`config.mk`:
```
export PLATFORM = sky130hd
export DESIGN_NAME = gpio_frame_sampler_flat
export DESIGN_NICKNAME = d
export VERILOG_FILES = /design/src/rtl/gpio_frame_sampler_if.sv /design/src/rtl/gpio_frame_sampler.sv /design/src/flat_wrapper.sv
export SDC_FILE = /design/constraint.sdc
export NUM_CORES = 1
export LEC_CHECK = 0
export ABC_CLOCK_PERIOD_IN_PS = 2600
export CAP_MARGIN = 10
export CORE_ASPECT_RATIO = 0.7
export CORE_MARGIN = 5
export CORE_UTILIZATION = 45
export DETAILED_ROUTE_END_ITERATION = 8
export SYNTH_ARGS = -nofsm -noshare
export SYNTH_HDL_FRONTEND = slang
export SYNTH_SLANG_ARGS = --single-unit
```
`constraint.sdc`:
```
create_clock -name clk -period 2.6 [get_ports clk]
set_input_delay 0.52 -clock clk [delete_from_list [all_inputs] [get_ports clk]]
set_output_delay 0.52 -clock clk [all_outputs]
set_load 0.005 [all_outputs]
```
`src/rtl/gpio_frame_sampler_if.sv`:
```
// Frame publication bus between the GPIO frame sampler (master) and the packet builder (slave).
interface gpio_frame_sampler_if #(
    parameter int DATA_W    = 16,
    parameter int FRAME_LEN = 18,
    parameter int SEQ_W     = 8
);
    localparam int AW = $clog2(FRAME_LEN);

    logic              frame_valid;
    logic              frame_ack;
    logic [AW-1:0]     rd_addr;
    logic [DATA_W-1:0] rd_data;
    logic [SEQ_W-1:0]  frame_seq;
    logic [7:0]        overrun_cnt;

    modport master (
        output frame_valid, rd_data, frame_seq, overrun_cnt,
        input  frame_ack, rd_addr
    );

    modport slave (
        input  frame_valid, rd_data, frame_seq, overrun_cnt,
        output frame_ack, rd_addr
    );
endinterface

```
`src/rtl/gpio_frame_sampler.sv`:
```
// Samples a GPIO bus every SAMPLE_DIV clocks into FRAME_LEN-sample frames held in a ping-pong
// buffer and publishes each complete frame over a valid/ack handshake with random read access.
module gpio_frame_sampler #(
    parameter int DATA_W     = 16,
    parameter int FRAME_LEN  = 18,
    parameter int SAMPLE_DIV = 556,
    parameter int SEQ_W      = 8
) (
    input  logic              clk,
    input  logic              rst_n,
    input  logic              enable,
    input  logic [DATA_W-1:0] sample_in,
    gpio_frame_sampler_if.master bus
);
    localparam int AW     = $clog2(FRAME_LEN);
    localparam int DIV_W  = $clog2(SAMPLE_DIV);
    localparam int MEM_D  = 2 * FRAME_LEN;
    localparam int MEM_AW = $clog2(MEM_D);

    typedef enum logic {EMPTY, PUBLISHED} state_t;

    state_t            state;
    logic [DATA_W-1:0] sync1;
    logic [DATA_W-1:0] sync2;
    logic [DIV_W-1:0]  div;
    logic [AW-1:0]     fill_idx;
    logic              fill_bank;
    logic              read_bank;
    logic [SEQ_W-1:0]  seq_cnt;
    logic [DATA_W-1:0] mem [MEM_D];

    logic              tick;
    logic              complete;
    logic              addr_ok;
    logic [MEM_AW-1:0] wr_addr;
    logic [MEM_AW-1:0] rd_mem_addr;

    assign tick        = enable && (div == DIV_W'(SAMPLE_DIV - 1));
    assign complete    = tick && (fill_idx == AW'(FRAME_LEN - 1));
    assign wr_addr     = fill_bank ? MEM_AW'(FRAME_LEN) + MEM_AW'(fill_idx) : MEM_AW'(fill_idx);
    assign rd_mem_addr = read_bank ? MEM_AW'(FRAME_LEN) + MEM_AW'(bus.rd_addr) : MEM_AW'(bus.rd_addr);
    assign addr_ok     = ({1'b0, bus.rd_addr} < (AW + 1)'(FRAME_LEN));

    // Buffer RAM has no reset so it maps onto block RAM.
    always_ff @(posedge clk) begin
        if (rst_n && tick) begin
            mem[wr_addr] <= sync2;
        end
    end

    always_ff @(posedge clk) begin
        if (!rst_n) begin
            state           <= EMPTY;
            sync1           <= '0;
            sync2           <= '0;
            div             <= '0;
            fill_idx        <= '0;
            fill_bank       <= 1'b0;
            read_bank       <= 1'b0;
            seq_cnt         <= '0;
            bus.frame_valid <= 1'b0;
            bus.rd_data     <= '0;
            bus.frame_seq   <= '0;
            bus.overrun_cnt <= '0;
        end else begin
            sync1       <= sample_in;
            sync2       <= sync1;
            bus.rd_data <= addr_ok ? mem[rd_mem_addr] : '0;

            if (!enable) begin
                div      <= '0;
                fill_idx <= '0;
            end else if (tick) begin
                div      <= '0;
                fill_idx <= complete ? '0 : fill_idx + 1'b1;
            end else begin
                div <= div + 1'b1;
            end

            // Every completed frame consumes a sequence number, dropped or not.
            if (complete) begin
                seq_cnt <= seq_cnt + 1'b1;
            end

            case (state)
                EMPTY: begin
                    if (complete) begin
                        read_bank       <= fill_bank;
                        fill_bank       <= ~fill_bank;
                        bus.frame_seq   <= seq_cnt;
                        bus.frame_valid <= 1'b1;
                        state           <= PUBLISHED;
                    end
                end
                PUBLISHED: begin
                    if (bus.frame_ack) begin
                        if (complete) begin
                            read_bank       <= fill_bank;
                            fill_bank       <= ~fill_bank;
                            bus.frame_seq   <= seq_cnt;
                        end else begin
                            bus.frame_valid <= 1'b0;
                            state           <= EMPTY;
                        end
                    end else if (complete && bus.overrun_cnt != 8'hFF) begin
                        bus.overrun_cnt <= bus.overrun_cnt + 1'b1;
                    end
                end
                default: state <= EMPTY;
            endcase
        end
    end
endmodule

```
`src/flat_wrapper.sv`:
```
// flat-port wrapper written by rule: the top's interface ports become plain ports
module gpio_frame_sampler_flat 
#(
    parameter int DATA_W     = 16,
    parameter int FRAME_LEN  = 18,
    parameter int SAMPLE_DIV = 556,
    parameter int SEQ_W      = 8
)
  (clk, rst_n, enable, sample_in, bus_frame_valid, bus_rd_data, bus_frame_seq, bus_overrun_cnt, bus_frame_ack, bus_rd_addr);
  gpio_frame_sampler_if #(.DATA_W(DATA_W), .FRAME_LEN(FRAME_LEN), .SEQ_W(SEQ_W)) bus_i ();
  input  logic clk;
  input  logic rst_n;
  input  logic enable;
  input  logic [DATA_W-1:0] sample_in;
  output wire logic [$bits(bus_i.frame_valid)-1:0] bus_frame_valid;
  output wire logic [$bits(bus_i.rd_data)-1:0] bus_rd_data;
  output wire logic [$bits(bus_i.frame_seq)-1:0] bus_frame_seq;
  output wire logic [$bits(bus_i.overrun_cnt)-1:0] bus_overrun_cnt;
  input wire logic [$bits(bus_i.frame_ack)-1:0] bus_frame_ack;
  input wire logic [$bits(bus_i.rd_addr)-1:0] bus_rd_addr;
  assign bus_frame_valid = bus_i.frame_valid;
  assign bus_rd_data = bus_i.rd_data;
  assign bus_frame_seq = bus_i.frame_seq;
  assign bus_overrun_cnt = bus_i.overrun_cnt;
  assign bus_i.frame_ack = bus_frame_ack;
  assign bus_i.rd_addr = bus_rd_addr;
  gpio_frame_sampler #(.DATA_W(DATA_W), .FRAME_LEN(FRAME_LEN), .SAMPLE_DIV(SAMPLE_DIV), .SEQ_W(SEQ_W)) u_core (.clk(clk), .rst_n(rst_n), .enable(enable), .sample_in(sample_in), .bus(bus_i));
endmodule
```
Fig. 1: cell outlines without signal wires
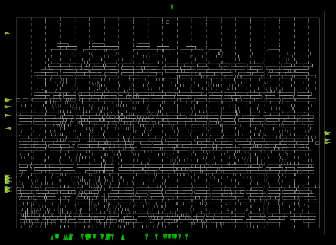
final core area utilization: 55.1%
tap cell count: 750
register share of the cell area: 61.1%

Fig. 2: M2 wires
Cells faint in the background.
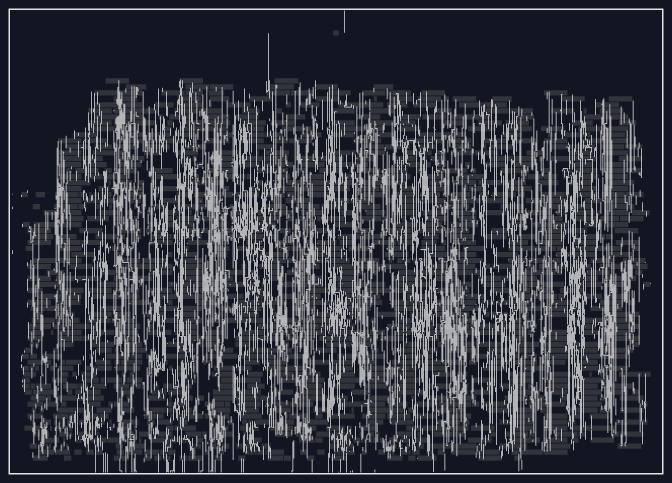
The layer carries 28.8 mm of wire. 1507 nets have wire on it. The layer holds 44% of the routed length.
vias after detailed routing: 14.5k
met2 GRT Util: 30.5%
wire length after detailed routing: 66100 um

Fig. 3: cell classes on the final placement
Bar = 100 um.
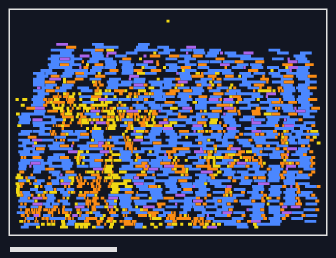
Purple shows clock drivers and dummy loads, cells 110, share of their area 6.1%. Orange shows combinational and other logic, cells 714, share of their area 21%. Yellow shows other buffers and delay cells, cells 296, share of their area 10%. Blue shows flops, cells 667, share of their area 63%.
final design area excluding fillers: 31300 um^2
Std-Cell Rows: 73
core region area: 56800 um^2

==> qor.yml <==
placement:
  detailedPlacementHpwl_um: 43900
  buffer_ports.inserted: 57
sta:
  max-slew-margin-rel_pct: 37.3
  final_layout_worst_hold_slack_ns: 0.430
  finalWorstPathRequiredPeriod_ns: 2.50
  worstMarginPinSlew_ns: 0.939
detailed_routing:
  vias_per_cell: 5.71
  wirelength_met1_um: 30100
  met2_length_um: 28800
  route.antenna.remaining_nets: 0
  detail_route.first_pass.iterations: 5
layout:
  fin_cells: 2537
  nFlopsAndLatches: 667
  area_taken_by_multi_input_logic_gates_um2: 6340
  final.signal_inverter_count: 9
  total_inserted_antenna_cells: 0
  largest_reg_flops: 576
  num-clock-buffers: 86
clock_network:
  ctsLongestPathBuffers: 3
  post_cts_buffers: 5
  cts_resized: 14
  htree_num_levels: 2
  cts_buffers: 58
floorplan:
  pin_count: 58
  die-area_um2: 62300
outcome:
  run_status: "complete, no violations"
logic_synthesis:
  yosysUniqueCellTypes: 56
  netlist_area_um2: 25800
  post_synth_mux_area_share_pct: 12.6
  synth.top_cell.area_share_pct: 67.0
  yosys.cell_count.top_type: "sky130_fd_sc_hd__edfxtp_1"
  asr_flop_ratio_synth_pct: 0
  yosysSeqAreaShare_pct: 74.1
  synth.top_cells.by_area: "sky130_fd_sc_hd__edfxtp_1, sky130_fd_sc_hd__dfxtp_1, sky130_fd_sc_hd__mux4_2"
power_and_ir_drop:
  worst_ir_drop_vdd_uv: 516
  pwr_density_cell_nw_per_um2: 675
  power_switching_share_pct: 21.0
  static-leakage-power_nw: 9.72
  power.total_w: 0.0211
  power_combinational_w: 0.00107
critical_path:
  origin_of_the_critical_flop_to_flop_path: "u_core.read_bank$_SDFFE_PN0P_"
  timing.critical_path.max_delay_family: "buffers and inverters"
  type_of_element_capturing_the_critical_path: "register"
  crit_path_top_delay_cell: "sky130_fd_sc_hd__mux4_1"
  critPathCapture: "u_core.bus.rd_data[12]$_SDFF_PN0_"
  cp.depth: 10
  crit_path_drt_ns: 3.10
global_routing:
  grt.met3_usage_pct: 4.59
  grt_start_max_net_pins: 37
No activity file was given, so power comes from the tool's default toggle rates.
